==> config.mk <==
export PLATFORM = sky130hd
export DESIGN_NAME = pc_target_table
export DESIGN_NICKNAME = d
export VERILOG_FILES = /design/src/rtl/pc_target_table.sv
export SDC_FILE = /design/constraint.sdc
export NUM_CORES = 1
export LEC_CHECK = 0
export ABC_CLOCK_PERIOD_IN_PS = 3840
export CORE_MARGIN = 2
export CORE_UTILIZATION = 40
export CTS_BUF_LIST = sky130_fd_sc_hd__clkbuf_4
export DETAILED_ROUTE_END_ITERATION = 7
export SYNTH_ARGS = -nofsm -noshare
export SYNTH_HDL_FRONTEND = slang
export SYNTH_SLANG_ARGS = --single-unit
==> constraint.sdc <==
create_clock -name clk -period 3.84 [get_ports clk]
set_input_delay 0.768 -clock clk [delete_from_list [all_inputs] [get_ports clk]]
set_output_delay 0.768 -clock clk [all_outputs]
set_load 0.01 [all_outputs]
==> src/rtl/pc_target_table.sv <==
// pc_target_table: runtime-loaded branch-index to PC-target table.
// Entries carry no reset; a scrub pass clears them one per cycle.
module pc_target_table #(
   parameter int unsigned   D           = 12,
   parameter int unsigned   AW          = 8,
   parameter int unsigned   DEPTH       = 64,
   parameter logic [D-1:0]  DEFAULT_TGT = '0,
   localparam int unsigned  CW          = $clog2(DEPTH + 1)
) (
   input  logic          clk,
   input  logic          reset,
   input  logic [AW-1:0] rd_addr,
   output logic [D-1:0]  target,
   output logic          hit,
   input  logic          wr_en,
   input  logic          wr_inv,
   input  logic [AW-1:0] wr_addr,
   input  logic [D-1:0]  wr_data,
   output logic          wr_ack,
   input  logic          clr_req,
   output logic          busy,
   output logic [CW-1:0] n_valid
);

   localparam int unsigned   IW      = $clog2(DEPTH);
   localparam logic [AW:0]   DEPTH_A = (AW+1)'(DEPTH);
   localparam logic [IW-1:0] LAST    = IW'(DEPTH - 1);
   localparam logic [CW-1:0] FULL    = CW'(DEPTH);

   typedef enum logic {IDLE, CLEAR} state_t;

   state_t        state_q, state_d;
   logic [IW-1:0] ptr_q, ptr_d;
   logic [CW-1:0] nv_q, nv_d;
   logic          ack_q, ack_d;

   logic [D-1:0]  mem_q [DEPTH];
   logic [DEPTH-1:0] vld_q;

   logic [IW-1:0] widx, ridx;
   logic          w_rng, r_rng, w_acc, w_go, cur_vld;

   assign widx    = wr_addr[IW-1:0];
   assign ridx    = rd_addr[IW-1:0];
   assign w_rng   = {1'b0, wr_addr} < DEPTH_A;
   assign r_rng   = {1'b0, rd_addr} < DEPTH_A;
   assign w_acc   = wr_en & (state_q == IDLE) & ~clr_req;
   assign w_go    = w_acc & w_rng;
   assign cur_vld = vld_q[widx];

   always_comb begin
      state_d = state_q;
      ptr_d   = ptr_q;
      nv_d    = nv_q;
      ack_d   = 1'b0;
      unique case (state_q)
         CLEAR: begin
            ptr_d = ptr_q + 1'b1;
            if (ptr_q == LAST) begin
               state_d = IDLE;
               ptr_d   = '0;
            end
         end
         IDLE: begin
            if (clr_req) begin
               state_d = CLEAR;
               ptr_d   = '0;
               nv_d    = '0;
            end else if (wr_en) begin
               ack_d = 1'b1;
               if (w_rng) begin
                  if (!wr_inv && !cur_vld && nv_q < FULL)
                     nv_d = nv_q + 1'b1;
                  else if (wr_inv && cur_vld && nv_q != '0)
                     nv_d = nv_q - 1'b1;
               end
            end
         end
         default: state_d = CLEAR;
      endcase
   end

   always_ff @(posedge clk or posedge reset) begin
      if (reset) begin
         state_q <= CLEAR;
         ptr_q   <= '0;
         nv_q    <= '0;
         ack_q   <= 1'b0;
      end else begin
         state_q <= state_d;
         ptr_q   <= ptr_d;
         nv_q    <= nv_d;
         ack_q   <= ack_d;
      end
   end

   // Storage is RAM-like: cleared only by the scrub walk, never by reset.
   always_ff @(posedge clk) begin
      if (state_q == CLEAR) begin
         mem_q[ptr_q] <= DEFAULT_TGT;
         vld_q[ptr_q] <= 1'b0;
      end else if (w_go) begin
         vld_q[widx] <= ~wr_inv;
         if (!wr_inv)
            mem_q[widx] <= wr_data;
      end
   end

   assign busy    = (state_q == CLEAR);
   assign hit     = r_rng & vld_q[ridx] & ~busy;
   assign target  = hit ? mem_q[ridx] : DEFAULT_TGT;
   assign wr_ack  = ack_q;
   assign n_valid = nv_q;

endmodule

==> out/metrics.yaml <==
status: "complete, but fails checks"
violations: "setup timing"
max_slew_margin_pct: 50.8
wirelength_met1_mm: 39.8
grt_pass1_vias: 20500
clock_cell_area_share_pct: 6.27
rsz0062_at_grt: "true"
final-setup-viol-count: 13
report.final.hold_viol_count: 0
synth_simple_gate_area_share_pct: 3.52
switching_power_uw: 5430
area_added_between_synthesis_and_finish_pct: 18.5
maxClockFrequency_ghz: 0.228
comb_area_share_pct: 22.8
grt_util_met3_pct: 4.71
n_clock_buffer: 296
clock_net_power_uw: 7350
area.combinational_mm2: 0.00955
layout_setup_ws_ns: -0.543
tapCellCount: 1165
num-multi-input-gates: 823
period_used_pct: 114
yosys.stat.chipArea_mm2: 0.0354
design.seq.count: 847
initial_utilization_pct: 40.2
drt_iter0_markers: 2097
timing.critical_path.from_type: "flop"
gp_routability_congestion: 0.941
multiplexer_fraction_of_the_synthesized_cell_area_pct: 18.5
clockRootBuffer: "sky130_fd_sc_hd__clkbuf_4"
crit_buf_inv: 2
clock-skew-final_ns: 0.0947
pre_cts_slack_ns: -0.770
postCtsSetupRepairBufs: 32
ff_latch_area_mm2: 0.0254
chip_area_mm2: 0.0909
synth-warning-count: 0
grt_usage_pct: 21.2
diodes: 2
worst_setup_path_end_kind: "primary output"
largest_register: "mem_q"
hold_start: "wr_en"
ys_sh_adder_pct: 0.269
met2_length_mm: 45.0
timing.hold.worst_path_depth: 2
regToRegSetupSlack_ns: 0.32
netSwitchingFraction_pct: 25.9
share_clk_of_total_power_pct: 35.0
layoutNonFillerInstCount: 3510
final_net_count: 2233
stdcell_area_mm2: 0.0419
clk_path_buf_depth: 3
area.share.sequential_pct: 60.5
dpl_cell_area_mm2: 0.0389
worst_hold_slack_ns: 0.394
clk_pin_slew_ns: 0.06
synth_top_cells_by_count: "832 x sky130_fd_sc_hd__edfxtp_1, 280 x sky130_fd_sc_hd__mux4_2, 113 x sky130_fd_sc_hd__o21ai_0"
critical_path_cell_count: 6
post_drt_antenna_nets: 0
tightestPinTransition_ns: 0.738
power.density_cell_area_mw_per_mm2: 500
seqPwrFrac_pct: 51.9
drtPass1Iterations: 5
path_class: "reg2out"
core_area_mm2: 0.0880
grt.overflow.total: 0
mappedNetlistArea_mm2: 0.0354
total_power_uw: 21000
grt_pass1_wl_mm: 138
pg_seq_uw: 10900
most-common-layout-cells: "832 x sky130_fd_sc_hd__edfxtp_1, 296 x sky130_fd_sc_hd__clkbuf_4, 281 x sky130_fd_sc_hd__mux4_2"
tritoncts.num_buffers: 210
post_cts_hold_buffer_count: 1
m1.png
Scale bar: 100 um.
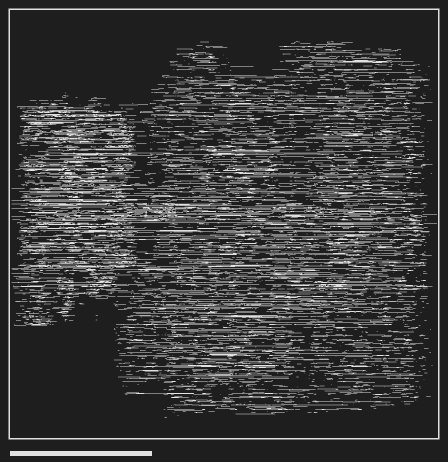
The wires run mostly horizontal. The longest straight run is 110 um. The layer holds 42% of the routed length.

congestion_map.png
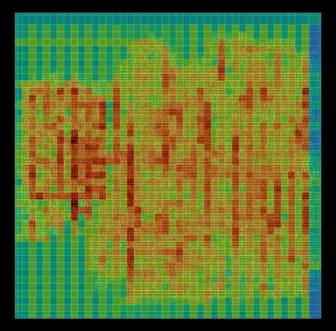
post-route core utilization: 47.7%
global-route layer with the greatest usage: met2
routed wire length per instance: 27.0 um
GR Layer Usage met1: 29.6%

m2.png
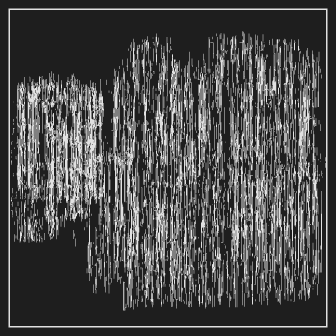
The layer carries 45.0 mm of wire. The longest straight run is 99.8 um. 2019 nets have wire on it.
via count: 20000
wire length reported by the detailed router: 94.8 mm
met2 Usage GRT: 33.1%

